[src/rtl/as_acc.sv]
// Frame accumulator: sums signed 31-bit samples until in_last or a full frame, then holds the result.
// Optional clamping of the result to the 31-bit signed range is enabled with macro AS_ACC_SAT_EN.
module as_acc #(
  parameter int ACC_W = 36,
  parameter int CNT_W = 5
) (
  input  logic             clk,
  input  logic             rst_n,
  input  logic             in_valid,
  output logic             in_ready,
  input  logic [30:0]      in_data,
  input  logic             in_last,
  output logic             out_valid,
  input  logic             out_ready,
  output logic [ACC_W-1:0] out_sum,
  output logic [CNT_W:0]   out_cnt,
  output logic             out_ovf,
  output logic [1:0]       dbg_state
);

  // Handshake: a sample moves when in_valid && in_ready at a rising edge; the
  // result moves when out_valid && out_ready. Neither valid depends on its ready.
  typedef enum logic [1:0] {
    IDLE = 2'd0,
    ACC  = 2'd1,
    HOLD = 2'd2
  } state_t;

  localparam logic [CNT_W:0] CNT_MAX = {1'b1, {CNT_W{1'b0}}};

  state_t           state, state_nxt;
  logic [ACC_W-1:0] acc, acc_nxt, sample_ext, sum_nxt;
  logic [CNT_W:0]   cnt, cnt_nxt;
  logic             close, ovf_nxt;

  assign sample_ext = {{(ACC_W-31){in_data[30]}}, in_data};
  assign dbg_state  = state;

  always_comb begin
    state_nxt = state;
    acc_nxt   = acc;
    cnt_nxt   = cnt;
    in_ready  = 1'b0;
    out_valid = 1'b0;
    close     = 1'b0;
    case (state)
      IDLE: begin
        in_ready = 1'b1;
        if (in_valid) begin
          acc_nxt   = sample_ext;
          cnt_nxt   = {{CNT_W{1'b0}}, 1'b1};
          close     = in_last;
          state_nxt = in_last ? HOLD : ACC;
        end
      end
      ACC: begin
        in_ready = 1'b1;
        if (in_valid) begin
          acc_nxt   = acc + sample_ext;
          cnt_nxt   = cnt + 1'b1;
          // A full frame closes itself even without in_last.
          close     = in_last || (cnt_nxt == CNT_MAX);
          state_nxt = close ? HOLD : ACC;
        end
      end
      HOLD: begin
        out_valid = 1'b1;
        if (out_ready) state_nxt = IDLE;
      end
      default: state_nxt = IDLE;
    endcase
  end

`ifdef AS_ACC_SAT_EN
  localparam logic signed [ACC_W-1:0] SAT_MAX = {{(ACC_W-30){1'b0}}, {30{1'b1}}};
  localparam logic signed [ACC_W-1:0] SAT_MIN = {{(ACC_W-30){1'b1}}, {30{1'b0}}};

  always_comb begin
    sum_nxt = acc_nxt;
    ovf_nxt = 1'b0;
    if ($signed(acc_nxt) > SAT_MAX) begin
      sum_nxt = SAT_MAX;
      ovf_nxt = 1'b1;
    end else if ($signed(acc_nxt) < SAT_MIN) begin
      sum_nxt = SAT_MIN;
      ovf_nxt = 1'b1;
    end
  end
`else
  assign sum_nxt = acc_nxt;
  assign ovf_nxt = 1'b0;
`endif

  always_ff @(posedge clk or negedge rst_n) begin
    if (!rst_n) begin
      state   <= IDLE;
      acc     <= '0;
      cnt     <= '0;
      out_sum <= '0;
      out_cnt <= '0;
      out_ovf <= 1'b0;
    end else begin
      state <= state_nxt;
      acc   <= acc_nxt;
      cnt   <= cnt_nxt;
      if (close) begin
        out_sum <= sum_nxt;
        out_cnt <= cnt_nxt;
        out_ovf <= ovf_nxt;
      end
    end
  end

endmodule

[config.mk]
export PLATFORM = sky130hd
export DESIGN_NAME = as_acc
export DESIGN_NICKNAME = d
export VERILOG_FILES = /design/src/rtl/as_acc.sv
export SDC_FILE = /design/constraint.sdc
export NUM_CORES = 1
export LEC_CHECK = 0
export CAP_MARGIN = 10
export CORE_MARGIN = 5
export CORE_UTILIZATION = 35
export DETAILED_ROUTE_END_ITERATION = 8
export HOLD_SLACK_MARGIN = 0.12
export PLACE_DENSITY = 0.61
export SLEW_MARGIN = 20
export SYNTH_ARGS = -nofsm -noshare
export SYNTH_HDL_FRONTEND = slang
export SYNTH_SLANG_ARGS = --single-unit
[constraint.sdc]
create_clock -name clk -period 3.6 [get_ports clk]
set_input_delay 0.72 -clock clk [delete_from_list [all_inputs] [get_ports clk]]
set_output_delay 0.72 -clock clk [all_outputs]
set_load 0.01 [all_outputs]
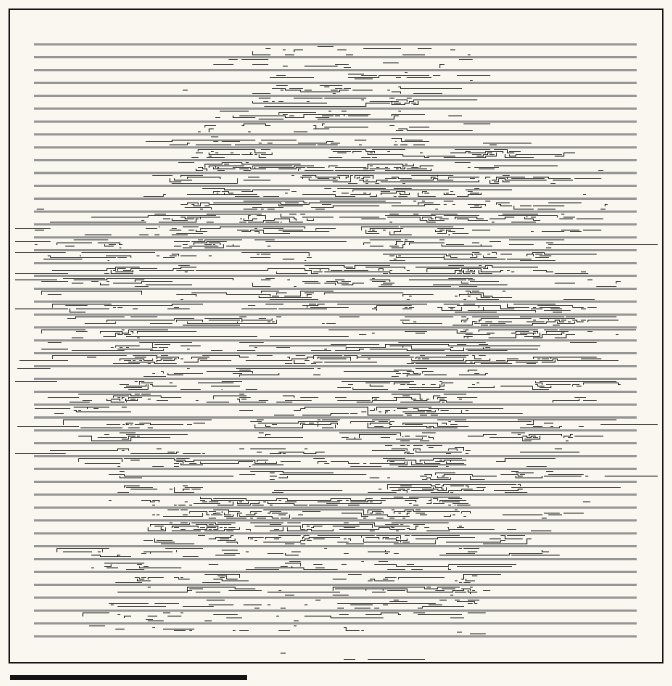
Figure 1: metal 1.
Scale bar: 50 µm. Supply wires on this layer in grey.
760 nets have wire on it. The layer carries 7240 µm of wire.

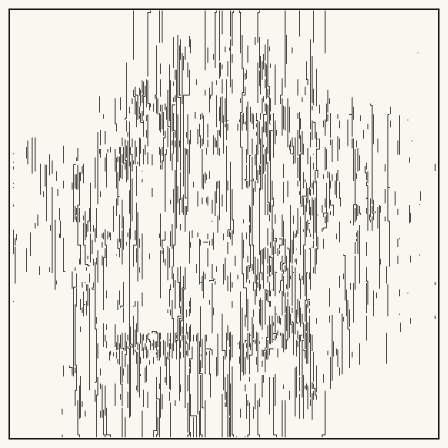
Figure 2: M2 wires.
The layer carries 7090 µm of wire. 688 nets have wire on it.

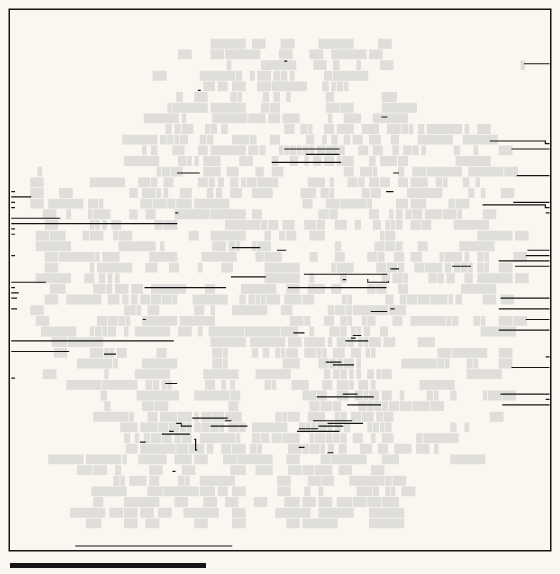
Figure 3: the metal 3 layer.
Scale bar: 50 µm. Cells faint in the background.
The layer holds 4.1% of the routed length. The wires run mostly horizontal.
DR vias: 5070
global routing usage on met3: 0.0278

==> results.txt <==
impl run done, here's what came out: outcome=finished, final reports clean, grt met2 use=0.268, layer with the highest usage=met2, combinational gate area=3360 µm², Clk Latency, worst-skew pair=0.36 ns, clk root buf=clkbuf_16, Slew headroom=0.577, postcts setup bufs=0, Non-clk invs=15, dpl ws=-0.113 ns, Fmax achieved=298 MHz, hold_buf cts=0, crit path capture=out_sum[34], GPL Wtd Cong=0.899, die area=19000 µm², post_cts resized=0, Multi-In Gates=507, Power Combinational=2.39 mW, Pwr Total=4.82 mW, io pins=83, skew final=0.0138 ns, Avg Synthesized Cell Area=8.93 µm², sw power=1.86 mW, Main logic family=AND-OR/OR-AND gates, clk pwr=1.00 mW, Comb/total area=0.463, sequential share of cell area=0.297, Crit path max-delay family=AND-OR/OR-AND gates, Final Cell Area=7250 µm², Final period util=0.932
Power and IR drop assume default switching activity.
